===== src/rtl/chip_recv_deframer.sv =====
// Receive-side deframer: collects NWORDS parity-protected link words into one
// packet (connect id above the flit) and writes it to chip_connection.
module chip_recv_deframer #(
  parameter  int FW             = 59,
  parameter  int CONNECT        = 2,
  parameter  int CHIPDATA_WIDTH = 16,
  localparam int CIW            = (CONNECT > 1) ? $clog2(CONNECT) : 1,
  localparam int PW             = FW + CIW,
  localparam int NWORDS         = (PW + CHIPDATA_WIDTH - 1) / CHIPDATA_WIDTH
) (
  input  logic                      clk,
  input  logic                      rst_n,
  input  logic [CHIPDATA_WIDTH-1:0] recv_data_in,
  input  logic                      recv_data_valid,
  input  logic                      recv_data_par,
  output logic                      recv_data_ready,
  output logic                      recv_data_err,
  output logic [PW-1:0]             data_in,
  output logic                      data_in_wr,
  input  logic [CONNECT-1:0]        connect_available,
  output logic [7:0]                err_cnt
);

  localparam int CW   = CHIPDATA_WIDTH;
  localparam int WB   = NWORDS * CW;
  localparam int CNTW = (NWORDS > 1) ? $clog2(NWORDS) : 1;

  typedef enum logic {S_COLLECT, S_HOLD} state_e;

  state_e          state_q;
  logic [CNTW-1:0] cnt_q;
  logic            bad_q;
  logic [WB-1:0]   shreg_q;
  logic [PW-1:0]   data_q;
  logic            ready_q;
  logic            err_q;
  logic [7:0]      err_cnt_q;

  logic            accept;
  logic            last_word;
  logic            par_bad;
  logic [WB-1:0]   shreg_d;
  logic [CIW-1:0]  id_d;
  logic            id_ok;
  logic            drop_now;
  logic [CIW-1:0]  hold_id;
  logic            hold_avail;
  logic            hold_fire;

  // Words shift in from the top so word 0 ends up in the LSBs after NWORDS shifts.
  assign accept    = recv_data_valid && ready_q;
  assign last_word = (cnt_q == CNTW'(NWORDS - 1));
  assign par_bad   = (^recv_data_in) != recv_data_par;
  assign shreg_d   = {recv_data_in, shreg_q[WB-1:CW]};
  assign id_d      = shreg_d[PW-1:FW];
  assign hold_id   = shreg_q[PW-1:FW];

  always_comb begin
    id_ok      = 1'b0;
    hold_avail = 1'b0;
    for (int i = 0; i < CONNECT; i++) begin
      if (id_d == CIW'(i))    id_ok      = 1'b1;
      if (hold_id == CIW'(i)) hold_avail = connect_available[i];
    end
  end

  assign drop_now  = bad_q || par_bad || !id_ok;
  assign hold_fire = (state_q == S_HOLD) && hold_avail;

  always_ff @(posedge clk or negedge rst_n) begin
    if (!rst_n) begin
      state_q   <= S_COLLECT;
      cnt_q     <= '0;
      bad_q     <= 1'b0;
      shreg_q   <= '0;
      data_q    <= '0;
      ready_q   <= 1'b0;
      err_q     <= 1'b0;
      err_cnt_q <= '0;
    end else begin
      err_q <= accept && (par_bad || (last_word && !id_ok));
      case (state_q)
        S_COLLECT: begin
          ready_q <= 1'b1;
          if (accept) begin
            shreg_q <= shreg_d;
            if (last_word) begin
              cnt_q <= '0;
              bad_q <= 1'b0;
              if (drop_now) begin
                if (err_cnt_q != 8'hFF) err_cnt_q <= err_cnt_q + 8'd1;
              end else begin
                state_q <= S_HOLD;
                ready_q <= 1'b0;
              end
            end else begin
              cnt_q <= cnt_q + CNTW'(1);
              bad_q <= bad_q || par_bad;
            end
          end
        end
        S_HOLD: begin
          // Strobe is combinational so it appears in the first cycle the target frees up.
          if (hold_avail) begin
            state_q <= S_COLLECT;
            ready_q <= 1'b1;
            data_q  <= shreg_q[PW-1:0];
          end
        end
        default: state_q <= S_COLLECT;
      endcase
    end
  end

  assign recv_data_ready = ready_q;
  assign recv_data_err   = err_q;
  assign data_in_wr      = hold_fire;
  assign data_in         = hold_fire ? shreg_q[PW-1:0] : data_q;
  assign err_cnt         = err_cnt_q;

endmodule

===== config.mk =====
export PLATFORM = sky130hd
export DESIGN_NAME = chip_recv_deframer
export DESIGN_NICKNAME = d
export VERILOG_FILES = /design/src/rtl/chip_recv_deframer.sv
export SDC_FILE = /design/constraint.sdc
export NUM_CORES = 1
export LEC_CHECK = 0
export ABC_CLOCK_PERIOD_IN_PS = 2700
export CORE_MARGIN = 5
export CORE_UTILIZATION = 50
export DETAILED_ROUTE_END_ITERATION = 10
export GPL_TIMING_DRIVEN = 1
export HOLD_SLACK_MARGIN = 0.08
export PLACE_DENSITY = 0.76
export SYNTH_ARGS = -nofsm -noshare
export SYNTH_HDL_FRONTEND = slang
export SYNTH_SLANG_ARGS = --single-unit

===== constraint.sdc =====
create_clock -name clk -period 2.7 [get_ports clk]
set_input_delay 0.54 -clock clk [delete_from_list [all_inputs] [get_ports clk]]
set_output_delay 0.54 -clock clk [all_outputs]
set_load 0.02 [all_outputs]

run_1/cell_classes.png
Bar = 20 um.
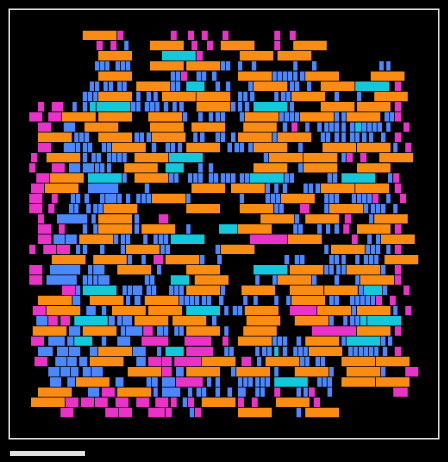
cyan -> clock drivers and dummy loads  # cells 27, share of their area 7.7%
blue -> all other logic  # cells 427, share of their area 28%
orange -> flip-flops  # cells 138, share of their area 51%
magenta -> other buffers and delay cells  # cells 109, share of their area 13%

run_1/pdn.png
Pins as bars on the die edge. Tap cells in grey.
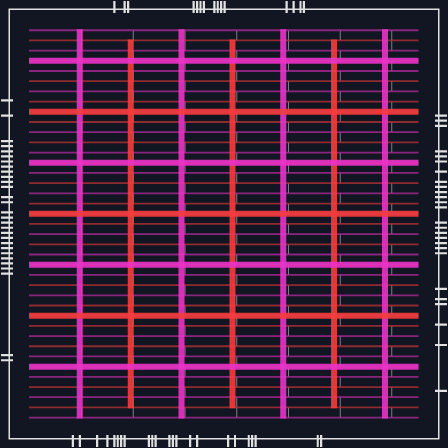
red -> VDD
magenta -> VSS
met1 rails = 39
signal pins = 93
rows = 38
met5 straps = 7
met4 straps = 7
core area: 10700 um^2
Die Ht: 114 um

==> results_slide.txt, run 1 <==
Synthesis and Place & Route Summary

Floorplanning
  – # rows: 38
  – Core Util at FP: between 50 and 60%

Final timing
  – Max Clock Freq: approximately 0.39 GHz
  – Final min period: 2570 ps
  – Final setup fails: 0
  – Final hold violation count: 0
  – Final worst slack: ~130 ps

Routing
  – Routed wl met3: ~690 um
  – Top Metal Used: met4
  – Remaining DRCs: 0
  – Vias: 4211
  – Drt via density: 5.01

Synthesis
  – Yosys simple share: a little over a quarter
  – Mapped Area: approximately 5400 um^2
  – Adder share: less than 1%
  – Most numerous cell in the Yosys netlist: nand2_1
  – # Cells Yosys: 594

Finish
  – Top reg by flops: shreg_q
  – # fillers: 912
  – Comb area share: 27.1%
  – Non-clk invs: 1

Worst hold path
  – WHS Endpoint: data_q[59]
  – Min-delay src: connect_available[1]
  – WHS Path Cells: 3

Critical path
  – CP max stage cell: clkdlybuf4s50_1
  – Critical path type: in2out
  – Critical Path Stages: 8
  – WP data required: 2160 ps
  – CP bufs+invs: 4
  – Nature of the critical path startpoint: input port
  – FF-to-FF End: err_cnt[1]
  – CP endpoint kind: primary output

Power
  – Power Total: between 0.008 and 0.009 W
  – Combinational gate power: between 0.002 and 0.003 W
  – Top power group: registers
  – Peak VDD IR: 0.000750 V

Global route
  – GR met2 Demand/Resource: 33.6%
  – Largest net degree at the start of global routing: roughly 70
  – Gr usage total: 21.1%
  – Antenna violations before repair: 0

Placement
  – Dpl hpwl: between 7000 and 8000 um

Clock network
  – Root Buffer: clkbuf_8

Status
  – Status: complete, no violations
run_1/registers.png
Other sequential cells in the stronger grey, the rest of the logic in the fainter grey.
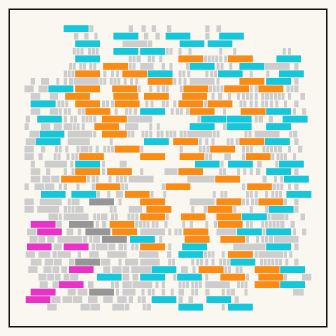
orange -> shreg_q  # flops 64
magenta -> err_cnt  # flops 8, where bottom left
cyan -> data_q  # flops 60, where spread over the die
not coloured = 6

run_1/clock_map.png
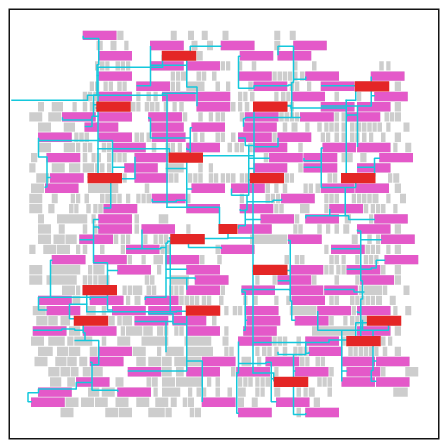
magenta -> flip-flops  # count 138
cyan -> clock wires  # length 1540 um
red -> cells driving clock nets  # count 17
routed clock nets = 18
worst clock skew: 6.81 ps
Clock Power: 0.00202 W
clk_lat worst skew: 530 ps
clock power share: 24.8%

==> run 1 -> run 2 <==
Settings changed: CORE_UTILIZATION 50 to 35, PLACE_DENSITY 0.76 to 0.57.
run_2/pdn.png
Pins as bars on the die edge. Tap cells in grey.
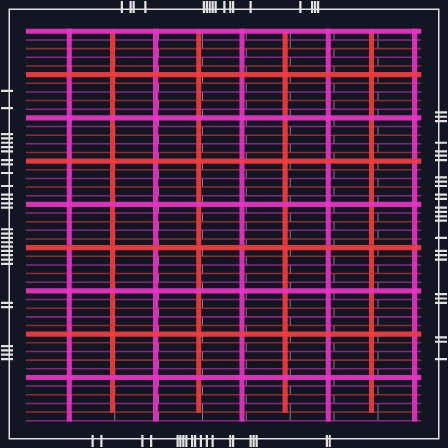
magenta -> VSS
red -> VDD
met4 straps = 9
tap cells = 188
rows = 45
met5 straps = 9
met1 rails = 46
Peak VDD IR: 0.000512 V
Die Ht: 135 um
core area: 15200 um^2

==> run 2 against run 1 <==
Effect of this change:
- power increased by 3.4%
- first-iteration DRC count shrank 34%
- worst setup slack got worse by 58 ps
- largest power group unchanged
- global-route usage fell by 5.8 points
- synthesized area stayed put
- cell area increased by 2.3%
- fmax decreased by 2.2%
- largest cell class unchanged
==> results_slide.txt, run 2 <==
Synthesis and Place & Route Summary

Floorplanning
  – # rows: 45 (+18%)

Synthesis
  – Most numerous cell in the Yosys netlist: nand2_1
  – Mapped Area: 5430 um^2 (unchanged)
  – Adder share: 0.461% (unchanged)
  – # Cells Yosys: 594 (unchanged)
  – Synth Area in XOR/XNOR: 4.08%

Final timing
  – Final setup fails: 0 (unchanged)
  – Final min period: 2630 ps (+58.2 ps)
  – Final worst slack: 72.1 ps (-58.2 ps)
  – RSZ-0062 raised after global routing: no
  – Final hold violation count: 0 (unchanged)
  – Max Clock Freq: 0.381 GHz (-2.2%)
  – Worst clock skew: 11.3 ps (+4.46 ps)

Global route
  – Gr usage total: 15.2% (-5.8 points)
  – Antenna violations before repair: 0 (unchanged)
  – GR met2 Demand/Resource: 22.0% (-12 points)

Critical path
  – WP data required: 2160 ps (about the same)
  – Critical path type: in2out
  – CP bufs+invs: 4 (unchanged)
  – Critical Path Stages: 8 (unchanged)
  – Nature of the critical path startpoint: input port
  – CP endpoint kind: primary output

Finish
  – Comb area share: 26.5% (-0.59 points)
  – Top reg by flops: shreg_q
  – # fillers: 1493 (+64%)
  – Non-clk invs: 1 (unchanged)

Status
  – Status: complete, no violations

Power
  – Top power group: registers
  – Clock power share: 27.5% (+2.7 points)
  – Sw frac: between 30% and 40%
  – Power Total: 0.00840 W (+3.4%)

Clock network
  – Clk_lat worst skew: 420 ps (-110 ps)
  – Root Buffer: clkbuf_16

Routing
  – Vias: 4054 (-3.7%)

Placement
  – Dpl hpwl: 8170 um (+5.6%)
==> run 2 -> run 3 <==
Settings changed: CORE_UTILIZATION 35 to 30, PLACE_DENSITY 0.57 to 0.5.
run_3/final_congestion.png
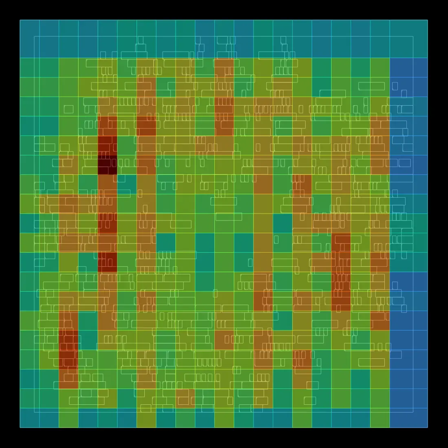
gr usage total: 13.8%
routed length per instance: 15.0 um

==> run 3 against run 2 <==
Effect of this change:
- global-route usage shrank 1.4 points
- non-clock buffer count grew 6
- hold slack lost 23 ps
- combinational power grew 5%
- synthesized area is the same
- routed wire length grew 10%
- largest power group unchanged
==> results_slide.txt, run 3 <==
Synthesis and Place & Route Summary

Critical path
  – Critical Path Stages: 8 (unchanged)
  – Nature of the critical path startpoint: input port
  – CP bufs+invs: 4 (unchanged)

Final timing
  – Max Clock Freq: 0.379 GHz (-0.44%)

Floorplanning
  – # rows: 49 (+8.9%)
  – Die Ht: 145 um (+7.4%)
  – Core area: 17900 um^2 (+18%)

Power
  – Top power group: registers
  – Sw frac: 35.9% (-0.14 points)
  – Peak VDD IR: 0.000574 V (+12%)
  – Power Total: 0.00872 W (+3.9%)

Clock network
  – Clk_lat worst skew: 420 ps (about the same)
  – Root Buffer: clkbuf_16

Global route
  – GR met2 Demand/Resource: 20.7% (-1.3 points)

Finish
  – # fillers: 1799 (+20%)
  – Non-clk invs: 1 (unchanged)

Status
  – Status: complete, no violations

Synthesis
  – Synth Area in XOR/XNOR: 4.08% (unchanged)
  – Most numerous cell in the Yosys netlist: nand2_1

Placement
  – Dpl hpwl: 8540 um (+4.5%)
Power and IR drop assume default switching activity.
